Design module_control_unit, sky130hd; sources not shown.
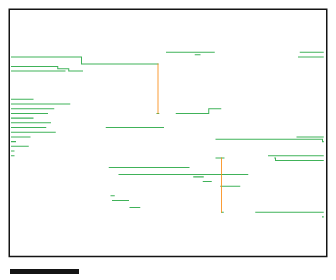
run_1/wires.png
Scale bar: 20 microns. Only two layers are drawn.
legend:
  green:
    layer: metal 3
    wire_length: 411 microns
  orange:
    layer: metal 4
    wire_length: 29.9 microns
total track usage: 15.4%
drt wl/cell: 17.8 microns

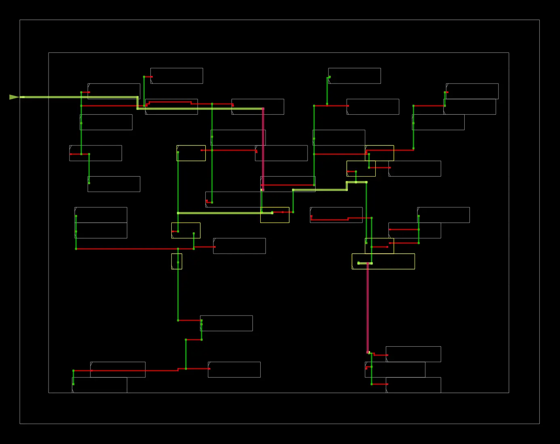
run_1/clocks.png
Worst Skew: 2.85 ps
P_clk: 0.000670 W
total clock buffers created by CTS: 5
clock buf count: 6
clk ins delay skew pair: 270 ps

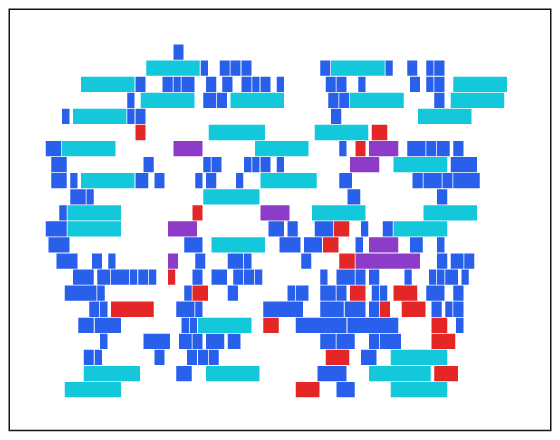
run_1/placement_by_type.png
legend:
  blue:
    class: combinational and other logic
    cells: 161
    share_of_their_area: 48%
  red:
    class: other buffers and delay cells
    cells: 20
    share_of_their_area: 8.3%
  purple:
    class: clock drivers and dummy loads
    cells: 8
    share_of_their_area: 5.7%
  cyan:
    class: flops
    cells: 31
    share_of_their_area: 38%
core area: 4840 sq um
fraction of area in registers: 37.0%
final core occ: 44.0%

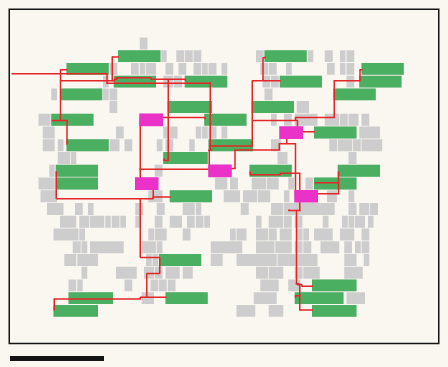
run_1/clk_routes.png
Scale bar: 20 microns.
legend:
  red:
    item: clock wires
    length: 447 microns
  magenta:
    item: clock drivers
    count: 5
  green:
    item: flip-flops
    count: 31
flops lie: spread over the die
clock share of power: 17.8%

==> ci_impl_report.md, run 1 <==
### Yosys + OpenROAD results

| Metric | Value |
|---|---|
| Maxcap violations | `0` |
| R2R setup slack | `60 ps` |
| Cells after DPL | `264` |
| HP Class | `input pin to async pin` |
| Switch Pwr | `0.00189 W` |
| Sequential cell area | `788 sq um` |
| Switching Fraction | `50.3%` |
| Antenna cells | `0` |
| Nets | `247` |
| Mux frac, synth | `2.24%` |
| CTS resizes | `14` |
| Area Growth Syn to Fin | `19.2%` |
| Log Warnings | `30` |
| Starting Density | `36.9%` |
| Top Ports | `52` |
| Met3 Wirelength | `411 microns` |
| Port Buffers | `0` |
| Worst setup SP type | `register` |
| Post-Route M1 WL | `2320 microns` |
| Ys flops | `31` |
| Met2 usage | `22.8%` |
| Pre-antenna DRT Iters | `4` |
| Crit-path max cell delay | `520 ps` |
| Setup Fix Bufs, Post-CTS | `6` |
| Synthesis area per yosys | `1790 sq um` |
| Total wire length | `4980 microns` |
| Final setup margin | `55.8 ps` |
| GRT overflow | `0` |
| CTS tree | `yes` |
| Largest register FFs | `6` |
| Top cells, area | `dfrtp_1 (43%), a21oi_1 (7.3%), nand2_1 (5.5%)` |
| Logic pwr share | `31.4%` |
| FF-to-FF path depth | `6` |
| Pint | `0.00187 W` |
| Synth warn | `6` |
| Yosys adder share | `2.80%` |
| Gr busiest metal | `met2` |
| P_leak | `0.929 nW` |
| # DRC | `0` |
| Setup TNS | `0 ps` |
| Initial DRC Count | `60` |
| # hold bufs at CTS | `1` |
| WP data arrival | `2010 ps` |
| Row cnt | `22` |
| Post-Syn Area | `1790 sq um` |
| Status | `completed` |
| Final number of max-transition violations | `0` |
| Setup violations, final | `0` |
| Most frequent logic cell in the layout | `a21oi_1` |
| Simple-gate share of the synthesized area | `26.9%` |
| Leading power group | `registers` |
| Post-route cell area | `2130 sq um` |
| Critical Path End Type | `register` |
| Pwr/cell area | `1760 nW/um^2` |
| Combinational group power | `0.00118 W` |
| Crit path cell chain | `buf_6 -> or4b_4 -> o21bai_4 -> nand4b_4 -> a221oi_2 -> a21o_1` |
| CP delay by family, top | `simple AND/OR/NAND/NOR gates` |
| Required @ worst endpoint | `2070 ps` |
| Syn Nets | `232` |
| Top logic family | `simple AND/OR/NAND/NOR gates` |
| Combinational gate area | `957 sq um` |
| Fin Hold WS | `19.5 ps` |
| EDFF count, synth | `0` |
| Critical path class | `register to register` |
| Layout cells sized above 1 | `22.3%` |
| Buffers & Inverters on Critical Path | `1` |
| Slew HR | `61.0%` |
| GR Util met1 | `21.2%` |
| Chip Area | `6490 sq um` |
| Commonest flop | `dfrtp_1` |
| Vias per cell | `5.76` |
| DRT antenna net count | `0` |
| Clk sinks | `31` |
| VDD IR max | `810 uV` |
| Die height | `71.1 microns` |
| Top Layer Used | `met4` |
| Yosys cell count | `204` |
| Vias in the first global route | `1560` |
| Layout fillers | `472` |
| Slowest stage cell on the critical path | `dfrtp_2` |
| FMAX | `542 MHz` |
| CTS root buffer | `clkbuf_8` |
| Area after DPL | `1880 sq um` |
| Area fraction in compound gates | `19.8%` |
| Final Power | `0.00376 W` |
| Sequential share of power | `50.8%` |
| Post-synth ARST share | `100%` |
-- run 1: layout make-up --
cell class	count	share of cell area, %
Clock inverter	2	1.64
Multi-Input combinational cell	155	44.9
Timing Repair Buffer	8	3.29
Clock buffer	6	3.87
Sequential cell	31	37.0
Buffer	12	4.75
Tap cell	60	3.52
Inverter	6	1.06
-- run 1: synth_stat cells (all sizes together) (3+ instances only) --
library cell and number:
dfrtp 31, a21oi 26, nand2 26, nand3 18, nor2 18, o21ai 14
buf 9, inv 6, a22oi 4, ha 4, mux2i 4, clkbuf 3
nand3b 3, nor2b 3, nor3 3, or3b 3
-- run 1: worst register-to-register path, cell delays in order (launching register included) --
cell and delay (ps):
dfrtp_2 520, buf_6 180, or4b_4 490, o21bai_4 200, nand4b_4 140, a221oi_2 50
a21o_1 150
run_1/power_grid.png
Scale bar: 20 microns. Pins as bars on the die edge. Tap cells in gray.
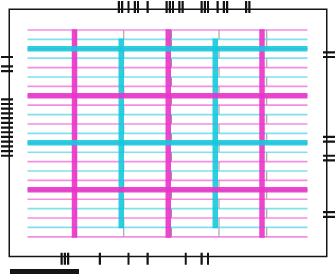

## Run 2: what changed since run 1
Settings changed: CORE_MARGIN 5 to default.
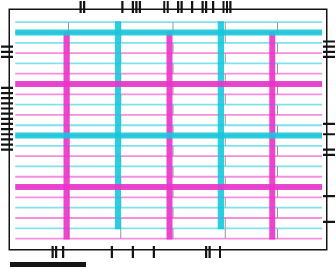
run_2/power_grid.png
Scale bar: 20 microns. Pins as bars on the die edge. Tap cells in gray.
legend:
  magenta:
    net: VSS
  cyan:
    net: VDD
tap cells: 57
met5 straps: 4
rows: 21
met4 straps: 5
signal pins: 52
Die Wd: 83.4 microns
core area: 4620 sq um
VDD IR max: 811 uV
die height: 63.1 microns

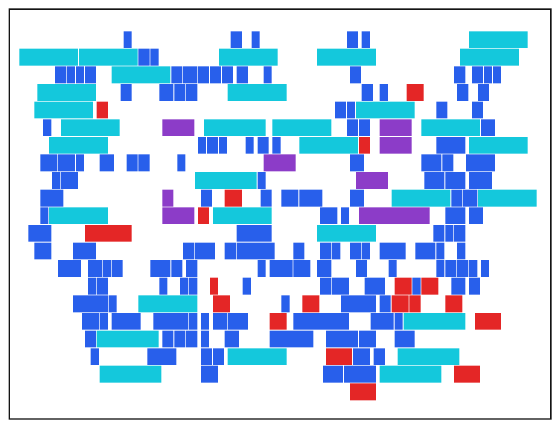
run_2/placement_by_type.png
legend:
  purple:
    class: clock drivers and dummy loads
    cells: 8
    share_of_their_area: 5.7%
  cyan:
    class: flops
    cells: 31
    share_of_their_area: 38%
  red:
    class: other buffers and delay cells
    cells: 19
    share_of_their_area: 7.6%
  blue:
    class: combinational and other logic
    cells: 161
    share_of_their_area: 49%
row cnt: 21
fraction of area in registers: 36.6%
post-route cell area: 2140 sq um

==> ci_impl_report.md, run 2 <==
### Yosys + OpenROAD results

| Metric | Value |
|---|---|
| Layout cells sized above 1 | `25.1% (was 22.3%)` |
| FMAX | `541 MHz (was 542 MHz)` |
| Met2 usage | `29.1% (was 22.8%)` |
| Most frequent cell after synthesis | `dfrtp_1 (unchanged)` |
| DRT antenna net count | `0 (unchanged)` |
| Slowest stage cell on the critical path | `dfrtp_2 (unchanged)` |
| Antenna cells | `0 (unchanged)` |
| Setup TNS | `0 ps (unchanged)` |
| Clock share of power | `18.0% (was 17.8%)` |
| Synthesis area per yosys | `1790 sq um (unchanged)` |
| CTS tree | `yes (unchanged)` |
| Nets | `246 (was 247)` |
| Status | `completed (unchanged)` |
| Area after DPL | `1870 sq um (was 1880 sq um)` |
| Clk pin slew, worst setup/hold paths | `70 ps (about the same)` |
| Top Layer Used | `met4 (unchanged)` |
| # hold bufs at CTS | `1 (unchanged)` |
| Met3 Wirelength | `369 microns (was 411 microns)` |
| Combinational group power | `0.00119 W (was 0.00118 W)` |
| Chip Area | `5260 sq um (was 6490 sq um)` |
| Gr busiest metal | `met2 (unchanged)` |
| Buffers & Inverters on Critical Path | `1 (unchanged)` |
| Crit-path max cell delay | `520 ps (about the same)` |
| P_leak | `0.929 nW (about the same)` |
| Cells after DPL | `261 (was 264)` |
| Final setup margin | `50.9 ps (was 55.8 ps)` |
| Worst setup SP type | `register (unchanged)` |
| Vias in the first global route | `1565 (was 1560)` |
| Switch Pwr | `0.00191 W (was 0.00189 W)` |
| Logic pwr share | `31.6% (was 31.4%)` |
| Pre-antenna DRT Iters | `4 (unchanged)` |
| Final core occ | `46.3% (was 44.0%)` |
| Initial DRC Count | `98 (was 60)` |
| CTS resizes | `12 (was 14)` |
| Starting Density | `38.7% (was 36.9%)` |
| Total track usage | `19.0% (was 15.4%)` |
| Total wire length | `4810 microns (was 4980 microns)` |
| Pwr/cell area | `1760 nW/um^2 (about the same)` |
| Setup Fix Bufs, Post-CTS | `3 (was 6)` |
| Top cells, area | `dfrtp_1 (43%), a21oi_1 (7.3%), nand2_1 (5.5%) (unchanged)` |
| Most frequent logic cell in the layout | `nand2_1 (was a21oi_1)` |
| Setup violations, final | `0 (unchanged)` |
| CTS root buffer | `clkbuf_8 (unchanged)` |
| Final number of max-transition violations | `0 (unchanged)` |
| GR Util met1 | `26.7% (was 21.2%)` |
| Clk ins delay skew pair | `270 ps (about the same)` |
| Critical path class | `register to register (unchanged)` |
| Layout fillers | `445 (was 472)` |
| FF-to-FF path depth | `6 (unchanged)` |
| R2R setup slack | `50 ps (was 60 ps)` |
| Leading power group | `registers (unchanged)` |
| Post-Syn Area | `1790 sq um (unchanged)` |
| Largest register FFs | `6 (unchanged)` |
| Yosys cell count | `204 (unchanged)` |
| Commonest flop | `dfrtp_1 (unchanged)` |
| Port Buffers | `0 (unchanged)` |
| Critical Path End Type | `register (unchanged)` |
| Slew HR | `60.5% (was 61.0%)` |
| Syn Nets | `232 (unchanged)` |
| Crit path cell chain | `buf_6 -> or4b_4 -> o21bai_4 -> nand4b_4 -> a221oi_2 -> a21o_1 (unchanged)` |
| CP delay by family, top | `simple AND/OR/NAND/NOR gates (unchanged)` |
| Ys flops | `31 (unchanged)` |
| Required @ worst endpoint | `2060 ps (was 2070 ps)` |
| Post-synth ARST share | `100% (unchanged)` |
| HP Class | `input pin to async pin (unchanged)` |
| Fin Hold WS | `22.3 ps (was 19.5 ps)` |
| Drt wl/cell | `17.4 microns (was 17.8 microns)` |
| Total clock buffers created by CTS | `5 (unchanged)` |
| Pint | `0.00186 W (was 0.00187 W)` |
| WP data arrival | `2010 ps (about the same)` |
| Most frequent cells after synthesis | `dfrtp_1 (31), a21oi_1 (26), nand2_1 (26) (unchanged)` |
| Post-Place Worst Slack | `-124 ps (was -67.6 ps)` |
| Switching Fraction | `50.7% (was 50.3%)` |
| Maxcap violations | `0 (unchanged)` |
| Synth warn | `6 (unchanged)` |
| EDFF count, synth | `0 (unchanged)` |
| GRT overflow | `0 (unchanged)` |
| Post-Route M1 WL | `2250 microns (was 2320 microns)` |
| Area Growth Syn to Fin | `19.7% (was 19.2%)` |
| Worst Tran Pin Value | `592 ps (was 585 ps)` |
| # DRC | `0 (unchanged)` |
| Top Ports | `52 (unchanged)` |
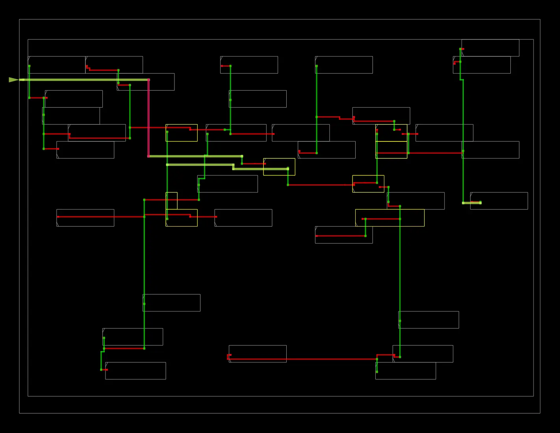
run_2/clocks.png
P_clk: 0.000677 W
Worst Skew: 2.90 ps
seq_cells: 31
clk sinks: 31

## run 2: cell count changes in the layout (fill, tap and decap cells not counted), sizes merged
cell  before  now
buf       17   16
## run 2: cell families (layout without fill, tap and decap cells)
family | count (synthesis) | in the layout | share of synthesized area (%)
AND/OR/NAND/NOR | 90 | 90 | 26.9
AND-OR/OR-AND | 57 | 57 | 19.8
flip-flops | 31 | 31 | 43.4
buffers and inverters | 18 | 33 | 4.89
adder cells (fa/ha/maj) | 4 | 4 | 2.80
multiplexers | 4 | 4 | 2.24
## run 2: area by class of cell
class                      instances  area (sq um)  area share (%)
tap                               57          71.3            3.33
sequential                        31           785            36.6
inverter                           6          22.5            1.05
clock inverter                     2          35.0            1.64
multi-input combinational        155           990            46.2
buffer                            12          91.3            4.26
clock buffer                       6          82.6            3.86
timing repair buffer               7          65.1            3.04
Power figures rest on the tool's default switching activity, not on a simulated workload.
